<file path="config.mk">
export PLATFORM = sky130hd
export DESIGN_NAME = product_accumulator
export DESIGN_NICKNAME = d
export VERILOG_FILES = /design/src/rtl/product_accumulator.sv
export SDC_FILE = /design/constraint.sdc
export NUM_CORES = 1
export LEC_CHECK = 0
export CORE_AREA = 3 3 59 61
export CTS_CLUSTER_SIZE = 28
export DETAILED_ROUTE_END_ITERATION = 8
export DIE_AREA = 0 0 62 64
export GPL_ROUTABILITY_DRIVEN = 0
export PLACE_DENSITY = 0.77
export SLEW_MARGIN = 20
export SYNTH_ARGS = -nofsm -noshare
export SYNTH_HDL_FRONTEND = slang
export SYNTH_SLANG_ARGS = --single-unit
</file>
<file path="constraint.sdc">
create_clock -name clk -period 2.4 [get_ports clk]
set_input_delay 0.48 -clock clk [delete_from_list [all_inputs] [get_ports clk]]
set_output_delay 0.48 -clock clk [all_outputs]
set_load 0.01 [all_outputs]
</file>
<file path="src/rtl/product_accumulator.sv">
// product_accumulator: sums blocks of N multiplier products into an AW-bit result with a sticky overflow flag.
// Optional feature: define PRODUCT_ACCUMULATOR_SAT_EN to clamp the sum at 2^AW-1 instead of wrapping.
module product_accumulator #(
    parameter int PW = 8,
    parameter int AW = 12,
    parameter int N  = 4,
    parameter int CW = $clog2(N)
) (
    input  logic          clk,
    input  logic          rst,
    input  logic [PW-1:0] p_in,
    input  logic          p_valid,
    output logic          p_ready,
    input  logic          clear,
    output logic [AW-1:0] acc_out,
    output logic          acc_valid,
    input  logic          acc_ready,
    output logic          ovf
);

    typedef enum logic [0:0] {
        ST_ACCUM = 1'b0,
        ST_HOLD  = 1'b1
    } state_t;

    state_t        r_state;
    state_t        w_next_state;
    logic [AW-1:0] r_acc;
    logic [AW-1:0] r_acc_out;
    logic [AW-1:0] w_acc_next;
    logic [CW-1:0] r_count;
    logic          r_ovf;
    logic          w_p_ready;
    logic          w_acc_valid;
    logic          w_accept;
    logic          w_consume;
    logic          w_last;
    logic [AW:0]   w_sum;

    // clear outranks both handshakes, so a product or consume in a clear cycle is void
    assign w_accept  = p_valid & w_p_ready & ~clear;
    assign w_consume = w_acc_valid & acc_ready & ~clear;
    assign w_last    = (r_count == CW'(N - 1));
    assign w_sum     = {1'b0, r_acc} + {{(AW - PW + 1){1'b0}}, p_in};

`ifdef PRODUCT_ACCUMULATOR_SAT_EN
    // Saturating add: once the block has overflowed the sum stays pinned at full scale
    always_comb begin
        w_acc_next = w_sum[AW-1:0];
        if (w_sum[AW] || r_ovf) begin
            w_acc_next = '1;
        end else begin
            w_acc_next = w_sum[AW-1:0];
        end
    end
`else
    // Wrapping add: the carry only feeds the sticky flag
    always_comb begin
        w_acc_next = w_sum[AW-1:0];
    end
`endif

    // State register
    always_ff @(posedge clk or posedge rst) begin
        if (rst) begin
            r_state <= ST_ACCUM;
        end else begin
            r_state <= w_next_state;
        end
    end

    // Next-state logic
    always_comb begin
        w_next_state = r_state;
        if (clear) begin
            w_next_state = ST_ACCUM;
        end else begin
            case (r_state)
                ST_ACCUM: begin
                    if (w_accept && w_last) begin
                        w_next_state = ST_HOLD;
                    end else begin
                        w_next_state = ST_ACCUM;
                    end
                end
                ST_HOLD: begin
                    if (acc_ready) begin
                        w_next_state = ST_ACCUM;
                    end else begin
                        w_next_state = ST_HOLD;
                    end
                end
                default: w_next_state = ST_ACCUM;
            endcase
        end
    end

    // Handshake outputs decoded from the state register only
    always_comb begin
        w_p_ready   = 1'b1;
        w_acc_valid = 1'b0;
        case (r_state)
            ST_ACCUM: begin
                w_p_ready   = 1'b1;
                w_acc_valid = 1'b0;
            end
            ST_HOLD: begin
                w_p_ready   = 1'b0;
                w_acc_valid = 1'b1;
            end
            default: begin
                w_p_ready   = 1'b1;
                w_acc_valid = 1'b0;
            end
        endcase
    end

    // Accumulator, product counter, sticky overflow and held result
    always_ff @(posedge clk or posedge rst) begin
        if (rst) begin
            r_acc     <= '0;
            r_count   <= '0;
            r_ovf     <= 1'b0;
            r_acc_out <= '0;
        end else if (clear) begin
            r_acc     <= '0;
            r_count   <= '0;
            r_ovf     <= 1'b0;
            r_acc_out <= '0;
        end else if (w_accept) begin
            r_acc <= w_acc_next;
            r_ovf <= r_ovf | w_sum[AW];
            if (w_last) begin
                r_acc_out <= w_acc_next;
                r_count   <= '0;
            end else begin
                r_acc_out <= r_acc_out;
                r_count   <= r_count + CW'(1);
            end
        end else if (w_consume) begin
            r_acc     <= '0;
            r_ovf     <= 1'b0;
            r_count   <= r_count;
            r_acc_out <= r_acc_out;
        end else begin
            r_acc     <= r_acc;
            r_count   <= r_count;
            r_ovf     <= r_ovf;
            r_acc_out <= r_acc_out;
        end
    end

    assign p_ready   = w_p_ready;
    assign acc_valid = w_acc_valid;
    assign acc_out   = r_acc_out;
    assign ovf       = r_ovf;

endmodule

</file>
**Power grid**

Scale bar: 20 um. Pins as bars on the die edge. Tap cells in grey.
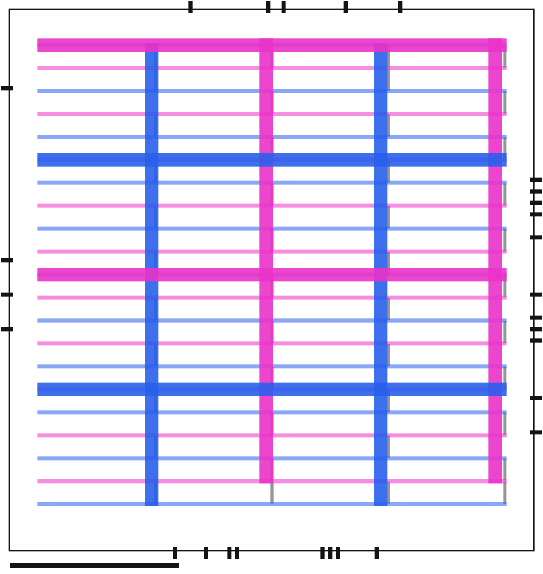
colour	net
blue	VSS
magenta	VDD
signal pins	28
met4 straps	4
Die W: 62 um
maximum vdd drop: 0.000285 V
Core ar.: 3030 um^2
die height: 64 um

**Wire density map**

12 x 13 tiles, from dark blue (low) to red (high), scaled to the fullest tile. Values are wire area over tile area, all layers added.
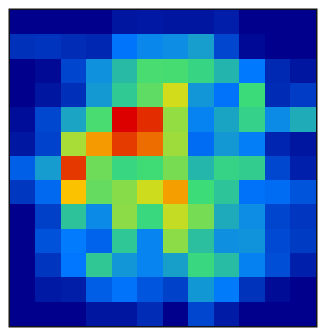
mean over tiles	0.15
nearly empty tiles	15%
tiles over half the peak	17%
fullest tile	0.56
densest ninth of the die	centre
emptiest ninth of the die	north-west
wire per inst: 16.3 um
Total GRT Usage: 0.211
Routed WL: 3760 um

==> flow_metrics.tcl <==
# yosys + openroad results
set metrics [dict create \
    rsz0062_at_grt "false" \
    ys.flops 28 \
    cts-root-buf "clkbuf_4" \
    synthToLayoutAreaGrowth_pct 28.4 \
    numCtsBuffers 3 \
    status "finished, final reports clean" \
    regArea_um2 701 \
    clock-sinks 28 \
    ctsHoldBuffers 0 \
    grt_pass1_wl_um 6320 \
    num_rows 20 \
    final-setup-viol-count 0 \
    comb_power_share 0.324 \
    n_fill_cell 267 \
    path_max_fanout 3 \
    cp.required_ns 2.63 \
    postSynthSeqShare 0.451 \
    switching_share 0.326 \
    yosys_cells 148 \
    synth_top_area_share 0.451 \
]
**Nets reached from selected ports**

Scale bar: 20 um.
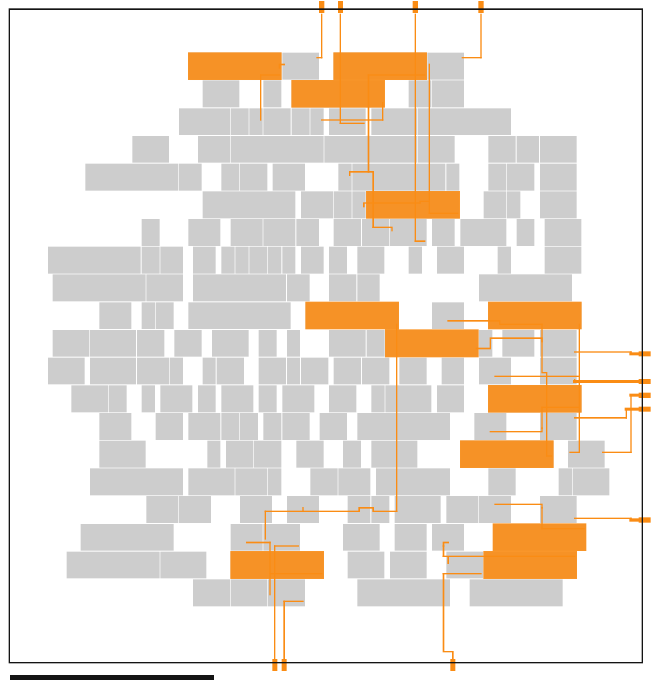
colour	port	bits	direction	end cells	buffers	wire
orange	`acc_out`	12	output	12	12	318 um
I/O Buffers: 27
I/O pin count: 28

[kinds of logic after synthesis]
logic type,count (synthesis),share of synthesized area
buffers and inverters,11,0.0282
AND-OR/OR-AND,47,0.232
multiplexers,2,0.0129
XOR/XNOR,10,0.0563
AND/OR/NAND/NOR,40,0.135
flip-flops,28,0.451
adder cells (fa/ha/maj),10,0.0853
[worst max-delay path: cells and delay by family]
family | cells | cell delay, ns
AOI/OAI and AO/OA | 3 | 0.72
adders and majority gates | 2 | 0.63
buffers and inverters | 1 | 0.40
and+or+nand+nor | 2 | 0.22
[flip-flops by register name (all words and copies together) (netlist names)]
register / cells
acc_out: 12
r_acc: 12
r_count: 2
ovf: 1
r_state: 1
[area by class of cell]
class                   count  area share
multi-input cells         109       0.406
well taps                  44      0.0276
flip-flops and latches     28       0.351
inverters                   5     0.00940
repair buffers             41       0.188
clock buffers               4      0.0182
[metrics by stage]
stage | hold slack, ns | setup TNS [ns] | instance area (um^2)
floorplan | 0.454 | 0 | 1560
global placement | 0.468 | -0.591 | 1960
detailed placement | 0.470 | -0.840 | 1960
CTS | 0.502 | 0 | 2000
global route | 0.517 | 0 | 2000
finish | 0.494 | 0 | 2000
[power groups by stage]
stage	sequential [mW]	clock [mW]	combinational [mW]
5_1_grt	0.522	0.252	0.394
3_5_place_dp	0.527	0	0.349
2_1_floorplan	0.523	0	0.228
3_3_place_gp	0.525	0	0.335
4_1_cts	0.518	0.237	0.353
6_report	0.518	0.229	0.358
[routing by layer]
metal  GRT usage  wire length [um]  vias up  part of all wire
met2       0.345              1870       47              0.50
met4      0.0690                57        0             0.015
met5           0                 0        -                 0
met3      0.0303               209        6             0.056
li1            -                 -      627                 -
met1       0.279              1630      650              0.43
[cell usage in the layout (no fill, tap or decap), drive strengths merged, types with 3 or more instances in the layout]
master          n
a21oi          11
clkbuf          4
xor2            6
ha              9
a22o           13
dfrtp          28
nor2b           3
clkdlybuf4s50  27
nand4           6
inv             5
a21o            4
o21ai           8
xnor2           4
buf            14
nand3           4
nand2          13
nor2            5
[final timing paths]
path | cells past startpoint | slack [ns] | to | start
max in group asynchronous | 3 | 1.64 | acc_out[8] | rst
max reg2reg | 7 | 0.33 | ovf | r_acc[0]
min in group clk | 2 | 0.50 | acc_out[8] | acc_out[8]
max | 8 | 0.18 | ovf | p_in[0]
min | 3 | 0.49 | acc_out[1] | rst
min reg2reg | 2 | 0.50 | acc_out[8] | acc_out[8]
